`config.mk`:
```
export PLATFORM = sky130hd
export DESIGN_NAME = spi_slave
export DESIGN_NICKNAME = d
export VERILOG_FILES = /design/src/rtl/spi_pkg.sv /design/src/rtl/spi_sync_edge.sv /design/src/rtl/spi_slave.sv
export SDC_FILE = /design/constraint.sdc
export NUM_CORES = 1
export LEC_CHECK = 0
export ABC_AREA = 1
export ABC_CLOCK_PERIOD_IN_PS = 2900
export CORE_MARGIN = 8
export CORE_UTILIZATION = 44
export CTS_CLUSTER_DIAMETER = 120
export DETAILED_ROUTE_END_ITERATION = 10
export GPL_ROUTABILITY_DRIVEN = 0
export PLACE_DENSITY = 0.67
export SLEW_MARGIN = 20
export SYNTH_ARGS = -nofsm -noshare
export SYNTH_HDL_FRONTEND = slang
export SYNTH_SLANG_ARGS = --single-unit
```
`constraint.sdc`:
```
create_clock -name clk -period 2.9 [get_ports clk]
set_clock_uncertainty 0.2 [all_clocks]
set_input_delay 0.58 -clock clk [delete_from_list [all_inputs] [get_ports clk]]
set_output_delay 0.58 -clock clk [all_outputs]
set_load 0.005 [all_outputs]
```
`src/rtl/spi_pkg.sv`:
```
// spi_pkg: shared constants for the SPI slave block.
package spi_pkg;
    localparam int DEFAULT_WIDTH = 8;
    localparam logic [1:0] SPI_MODE0 = 2'b00;
    localparam int CNT_W = $clog2(DEFAULT_WIDTH);

    function automatic int cnt_bits(input int w);
        return (w > 1) ? $clog2(w) : 1;
    endfunction
endpackage

```
`src/rtl/spi_sync_edge.sv`:
```
// spi_sync_edge: multi-flop synchronizer with rise/fall pulses on the synchronized value.
module spi_sync_edge #(
    parameter int   STAGES = 2,
    parameter logic IDLE   = 1'b0
) (
    input  logic clk,
    input  logic rst,
    input  logic din,
    output logic sync,
    output logic rise,
    output logic fall
);
    logic [STAGES-1:0] q;
    logic              prev;

    always_ff @(posedge clk or negedge rst) begin
        if (!rst) begin
            q    <= {STAGES{IDLE}};
            prev <= IDLE;
        end else begin
            q    <= {q[STAGES-2:0], din};
            prev <= q[STAGES-1];
        end
    end

    assign sync = q[STAGES-1];
    assign rise = sync & ~prev;
    assign fall = ~sync & prev;
endmodule

```
`src/rtl/spi_slave.sv`:
```
// spi_slave: mode-0 SPI slave, MSB first, oversampled in the clk domain.
module spi_slave
    import spi_pkg::*;
#(
    parameter int WIDTH       = DEFAULT_WIDTH,
    parameter int SYNC_STAGES = 2
) (
    input  logic             clk,
    input  logic             rst,
    input  logic             sclk,
    input  logic             cs,
    input  logic             mosi,
    output logic             miso,
    input  logic [WIDTH-1:0] data_in,
    output logic [WIDTH-1:0] data_out,
    output logic             done
);
    localparam int CW = cnt_bits(WIDTH);

    logic                   sclk_s, sclk_rise, sclk_fall;
    logic                   cs_s, cs_rise, cs_fall;
    logic [SYNC_STAGES-1:0] mosi_q;
    logic                   mosi_s;
    logic [SYNC_STAGES-1:0] settle;
    logic                   settled, armed, active, start, last;
    logic [CW-1:0]          cnt;
    logic [WIDTH-2:0]       rx, tx;

    spi_sync_edge #(.STAGES(SYNC_STAGES), .IDLE(1'b0)) u_sclk (
        .clk(clk), .rst(rst), .din(sclk), .sync(sclk_s), .rise(sclk_rise), .fall(sclk_fall)
    );

    spi_sync_edge #(.STAGES(SYNC_STAGES), .IDLE(1'b1)) u_cs (
        .clk(clk), .rst(rst), .din(cs), .sync(cs_s), .rise(cs_rise), .fall(cs_fall)
    );

    // sclk level itself is only needed through its edges
    logic sclk_level_unused;
    assign sclk_level_unused = sclk_s;

    assign mosi_s  = mosi_q[SYNC_STAGES-1];
    assign settled = settle[SYNC_STAGES-1];
    // A frame may only start once cs has been seen high after reset, so a cs
    // already low at reset release cannot open a frame until it toggles.
    assign active  = armed & ~cs_s;
    assign start   = armed & cs_fall;
    assign last    = cnt == CW'(WIDTH - 1);

    always_ff @(posedge clk or negedge rst) begin
        if (!rst) begin
            mosi_q   <= '0;
            settle   <= '0;
            armed    <= 1'b0;
            cnt      <= '0;
            rx       <= '0;
            tx       <= '0;
            miso     <= 1'b0;
            data_out <= '0;
            done     <= 1'b0;
        end else begin
            mosi_q <= {mosi_q[SYNC_STAGES-2:0], mosi};
            settle <= {settle[SYNC_STAGES-2:0], 1'b1};
            armed  <= armed | (settled & cs_s);
            done   <= 1'b0;
            if (cs_rise)
                rx <= '0;
            if (start) begin
                cnt  <= '0;
                tx   <= data_in[WIDTH-2:0];
                miso <= data_in[WIDTH-1];
            end else if (!active) begin
                cnt  <= '0;
                miso <= 1'b0;
            end else begin
                if (sclk_rise) begin
                    rx  <= {rx[WIDTH-3:0], mosi_s};
                    cnt <= last ? '0 : cnt + 1'b1;
                    if (last) begin
                        data_out <= {rx, mosi_s};
                        done     <= 1'b1;
                    end
                end
                if (sclk_fall) begin
                    tx   <= (cnt == '0) ? data_in[WIDTH-2:0] : {tx[WIDTH-3:0], 1'b0};
                    miso <= (cnt == '0) ? data_in[WIDTH-1] : tx[WIDTH-2];
                end
            end
        end
    end
endmodule

```
==> flow_summary.ini, run 1 <==
; physical design summary
[outcome]
status = completed

[grt]
via_count_of_the_first_global_routing_pass = 1119
gr-total-overflow = 0
grt_use_total = 0.102

[floorplanning]
die_w_um = 76.8
chipArea_mm2 = 0.00591
boundaryPins = 23

[worst_setup_path]
timing.critical_path.required_ns = 2.89
worst_setup_path_end_kind = flip-flop

[synthesis]
synth.lib_cells_used.distinct = 22
syn-cell-area_mm2 = 0.00163
netlist_top_cells_count = sky130_fd_sc_hd__nand2_1, sky130_fd_sc_hd__dfrtp_1, sky130_fd_sc_hd__inv_1, sky130_fd_sc_hd__nand3_1, sky130_fd_sc_hd__o21ai_0
post_synthesis_cell_count_from_yosys = 180

[final_layout]
layout-area-overhead-vs-synth_pct = 20.8
fin_cells = 254

[clocking]
cts_tree = built
cts_root_buffer = sky130_fd_sc_hd__clkbuf_8

[route]
vias_per_cell = 4.81
drt-met1-wl_mm = 1.39
wl_per_cell_um = 11.5
post-route-drc-count = 0
wl_met2_mm = 1.33

[job]
cap_violations = 0

[place]
port_buffers = 22
dp.cells = 246

[pwr]
power_density_mw_per_mm2 = 507
irDropWorstVdd_uv = 248

[sta]
max_transition_margin = 0.570
tightest_slew_ns = 0.643
grt_setup_unrepaired = no
-- run 1: state kept, by name (all words and copies together), names as in the netlist, 2 cells and up --
signal    count
rx            7
cnt           3
u_cs.q        2
settle        2
mosi_q        2
tx            7
u_sclk.q      2
data_out      8
-- run 1: layer usage --
layer,track usage,vias to the layer above
li1,-,625
met1,0.127,568
met2,0.150,22
met3,0.0373,8
met4,0.0577,0
met5,0,-
-- run 1: cell usage in the layout, fill, tap and decap left out --
cell type and count:
sky130_fd_sc_hd__nand3_2 2, sky130_fd_sc_hd__nor2_4 1, sky130_fd_sc_hd__nand3_1 13, sky130_fd_sc_hd__conb_1 1, sky130_fd_sc_hd__nor2_2 2, sky130_fd_sc_hd__a21oi_2 1, sky130_fd_sc_hd__clkinv_2 2, sky130_fd_sc_hd__nor2_1 2
sky130_fd_sc_hd__clkbuf_1 1, sky130_fd_sc_hd__clkbuf_8 5, sky130_fd_sc_hd__buf_4 1, sky130_fd_sc_hd__o21ai_1 2, sky130_fd_sc_hd__o21ai_0 13, sky130_fd_sc_hd__inv_1 20, sky130_fd_sc_hd__nor3_1 1, sky130_fd_sc_hd__inv_2 2
sky130_fd_sc_hd__nand4_1 11, sky130_fd_sc_hd__dfrtp_1 35, sky130_fd_sc_hd__dfstp_2 3, sky130_fd_sc_hd__clkdlybuf4s50_1 22, sky130_fd_sc_hd__nand2_1 62, sky130_fd_sc_hd__ha_1 4
-- run 1: where the power goes --
group	internal [mW]	switching (mW)
Sequential	0.558	0.0160
Clock	0.166	0.175
Combinational	0.0350	0.0486
-- run 1: kinds of logic after synthesis --
logic type / Yosys count / synth area share
AND-OR/OR-AND: 16 / 0.0515
flip-flops: 38 / 0.586
AND/OR/NAND/NOR: 94 / 0.260
buffers and inverters: 27 / 0.0699
adder cells (fa/ha/maj): 4 / 0.0307
other: 1 / 0.00230
-- run 1: per-stage QoR --
stage / worst slack [ns] / hold slack, ns / cell area, um^2
after floorplan: 1.37 / 0.0844 / 1630
after global placement: 1.09 / 0.132 / 1890
after detailed placement: 0.953 / 0.136 / 1890
after CTS: 0.944 / 0.152 / 1970
after global routing: 0.801 / 0.158 / 1970
final: 0.950 / 0.150 / 1970
-- run 1: final timing paths --
check	to	startpoint	depth (start not counted)
max in group asynchronous	u_cs.prev	rst	2
hold reg to reg	mosi_q[1]	mosi_q[0]	0
setup / recovery	data_out[6]	u_cs.q[1]	6
setup reg to reg	data_out[6]	u_cs.q[1]	6
hold / removal	mosi_q[1]	mosi_q[0]	0
min in group asynchronous	done	rst	2
-- run 1: cell type report --
type | count | area [um^2]
clock buffers | 6 | 72.6
clock inverters | 2 | 10.0
fillers | 330 | 1640
inverters | 22 | 82.6
multi-input cells | 115 | 561
flip-flops and latches | 38 | 955
well taps | 48 | 60.1
repair buffers | 23 | 228
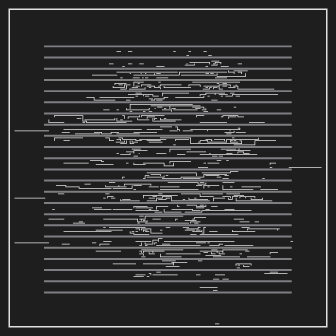
run_1/layer_met1.png
Supply wires on this layer in gray.
main direction = horizontal
longest straight run = 18.9 um
wire length on this layer = 1390 um
total via count after detailed routing: 1223
Total Routed Length: 2.92 mm
met1 capacity usage during global routing: 0.127

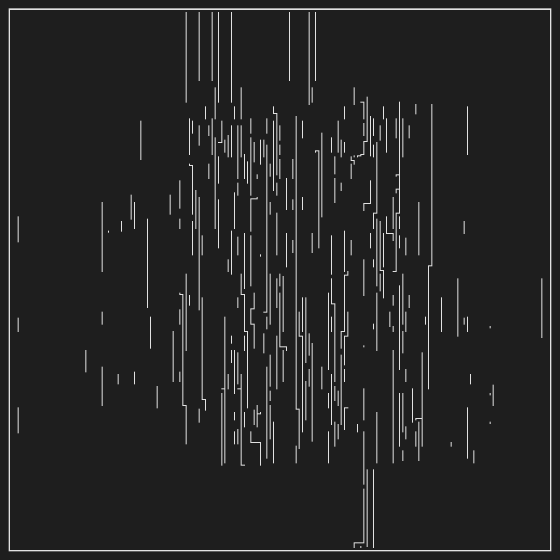
run_1/layer_met2.png
share of all routed wire = 45%
nets with wire on the layer = 171
wire length on this layer = 1330 um
met2 layer usage reported by global route: 0.150

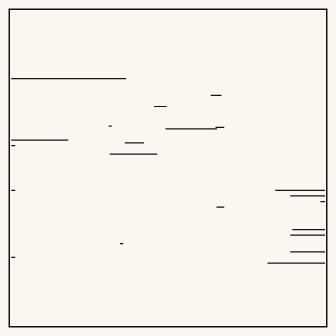
run_1/layer_met3.png
share of all routed wire = 4.8%
longest straight run = 27.6 um
met3 usage in global routing: 0.0373

run_1/clocks.png
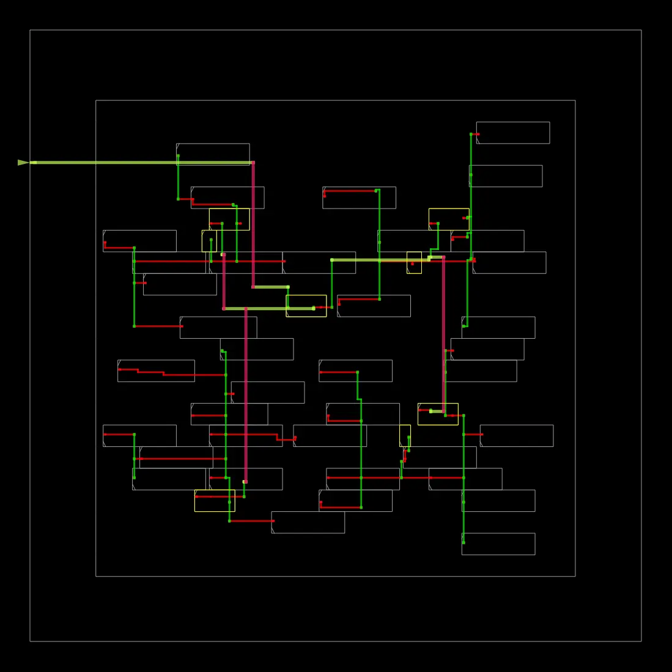

## Run 2: what changed since run 1
Settings changed: ABC_CLOCK_PERIOD_IN_PS 2900 to 1700, PLACE_DENSITY 0.67 to 0.69.
Clock period 2.9 ns to 1.7 ns, I/O delays scaled along.
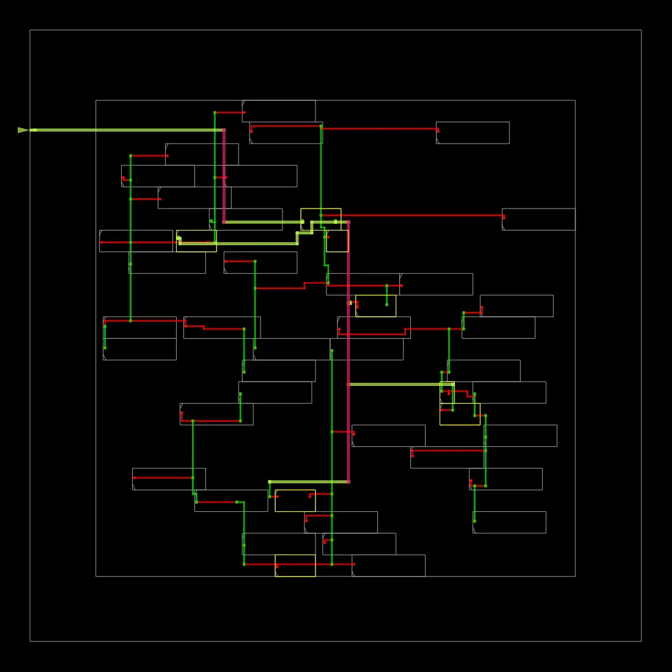
run_2/clocks.png
tally of clock buffers in the finished layout: 6
insertion delay to the later sink of the worst-skew pair: 0.30 ns

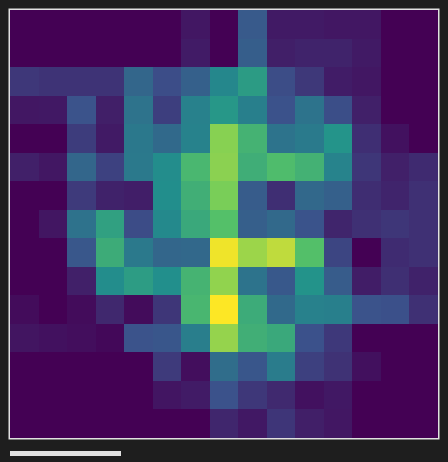
run_2/metal_density.png
Scale bar: 20 um. 15 x 15 tiles, from dark purple (low) to yellow (high), scaled to the fullest tile. Values are wire area over tile area, all layers added.
fullest tile = 0.38
densest ninth of the die = middle
mean over tiles = 0.082
nearly empty tiles = 28%
Total Routed Length: 3.09 mm
global-route usage over all layers: 0.111
total via count after detailed routing: 1250

==> run 2 against run 1 <==
  * Hold slack improved by 0.0014 ns
  * Sequential share of layout area decreased by 1.6 points
  * Power increased by 79%
  * Critical path depth decreased by 5
  * Register-to-register slack got worse by 0.80 ns
  * Sequential cell count unchanged
  * First-iteration DRC count decreased by 41%
  * Clock power increased by 92%
  * Non-clock buffer count increased by 5
  * Largest power group unchanged
  * Count of clock-buffer cells in the layout unchanged
  * Wire length increased by 6.0%
==> flow_summary.ini, run 2 <==
; physical design summary
[floorplanning]
chipArea_mm2 = 0.00591
die_w_um = 76.8
boundaryPins = 23

[clocking]
cts_tree = built
cts_root_buffer = sky130_fd_sc_hd__clkbuf_8

[sta]
worst_slack_setup_final_ns = 0.0599
grt_setup_unrepaired = no

[pwr]
portion_of_total_power_attributed_to_combinational_logic = 0.089
seqPwrFrac = 0.545
switchingPower_uw = 443
power_density_mw_per_mm2 = 879

[final_layout]
regMostFlops = data_out
largest_reg_flops = 8
fin_cells = 259
most_frequently_placed_logic_cells_in_the_final_layout = sky130_fd_sc_hd__nand2_1, sky130_fd_sc_hd__dfrtp_1, sky130_fd_sc_hd__inv_1

[route]
post-route-drc-count = 0

[job]
cap_violations = 0

[synthesis]
synth.lib_cells_used.distinct = 22
netlist_top_cells_count = sky130_fd_sc_hd__nand2_1, sky130_fd_sc_hd__dfrtp_1, sky130_fd_sc_hd__inv_1, sky130_fd_sc_hd__nand3_1, sky130_fd_sc_hd__o21ai_0
syn-cell-area_mm2 = 0.00163
post_synthesis_cell_count_from_yosys = 180

[grt]
gr-total-overflow = 0
via_count_of_the_first_global_routing_pass = 1201

[place]
port_buffers = 22
pre_cts_setup_slack_ns = 0.0602

[worst_setup_path]
timing.critical_path.required_ns = 1.16

[outcome]
status = completed
## run 2: metrics by stage
step                hold slack [ns]  utilization  power, mW  instance area (um^2)
floorplan                    -0.156            -       1.07                  1630
global placement              0.132        0.537       1.15                  1940
detailed placement            0.136        0.537       1.16                  1940
CTS                           0.155        0.561       1.81                  2020
global route                  0.162        0.565       1.87                  2040
finish                        0.151        0.565       1.79                  2040
## run 2: worst register-to-register path, delay by kind of cell, from the launching register on
kind                       cells  cell delay, ns
adders and majority gates      2            0.48
and+or+nand+nor                3            0.38
DFF                            1            0.38
## run 2: path summary, 6_finish.rpt
kind,from,end,slack (ns),cells after the start
hold reg to reg,u_sclk.q[0],u_sclk.q[1],0.15,0
setup reg to reg,cnt[1],data_out[7],0.15,5
setup / recovery,done,done,0.06,1
min in group asynchronous,rst,tx[1],0.22,2
max in group asynchronous,rst,u_cs.q[0],0.82,2
hold / removal,u_sclk.q[0],u_sclk.q[1],0.15,0
## run 2: timing repair
item                       CTS  global route
gates resized                6             5
setup endpoints to repair    6            11
gates cloned                 0             0
## run 2: metal layers
layer	share of wire	wire length, um	global-route usage	vias up
met5	0	0	0	-
met4	0.014	44	0.0404	0
met3	0.040	123	0.0385	6
met2	0.47	1450	0.172	15
met1	0.47	1470	0.139	599
li1	-	-	-	630
## run 2: final cells by class
type / instances / area [um^2]
clock buffers: 6 / 82.6
clock inverters: 2 / 12.5
fillers: 321 / 1570
inverters: 22 / 82.6
multi-input cells: 115 / 566
flip-flops and latches: 38 / 955
well taps: 48 / 60.1
repair buffers: 28 / 278
## run 2: power by group through the flow
stage	clock, mW	sequential (mW)	combinational, mW
3_3_place_gp	0	0.990	0.158
2_1_floorplan	0	0.987	0.0848
5_1_grt	0.703	0.979	0.184
4_1_cts	0.671	0.975	0.162
6_report	0.655	0.975	0.159
3_5_place_dp	0	0.993	0.163
## run 2: cells by family after synthesis
family | Yosys count | share of synthesized area
and+or+nand+nor | 94 | 0.260
DFF | 38 | 0.586
buffers and inverters | 27 | 0.0699
AOI/OAI and AO/OA | 16 | 0.0515
adders and majority gates | 4 | 0.0307
other | 1 | 0.00230
Power figures rest on the tool's default switching activity, not on a simulated workload.
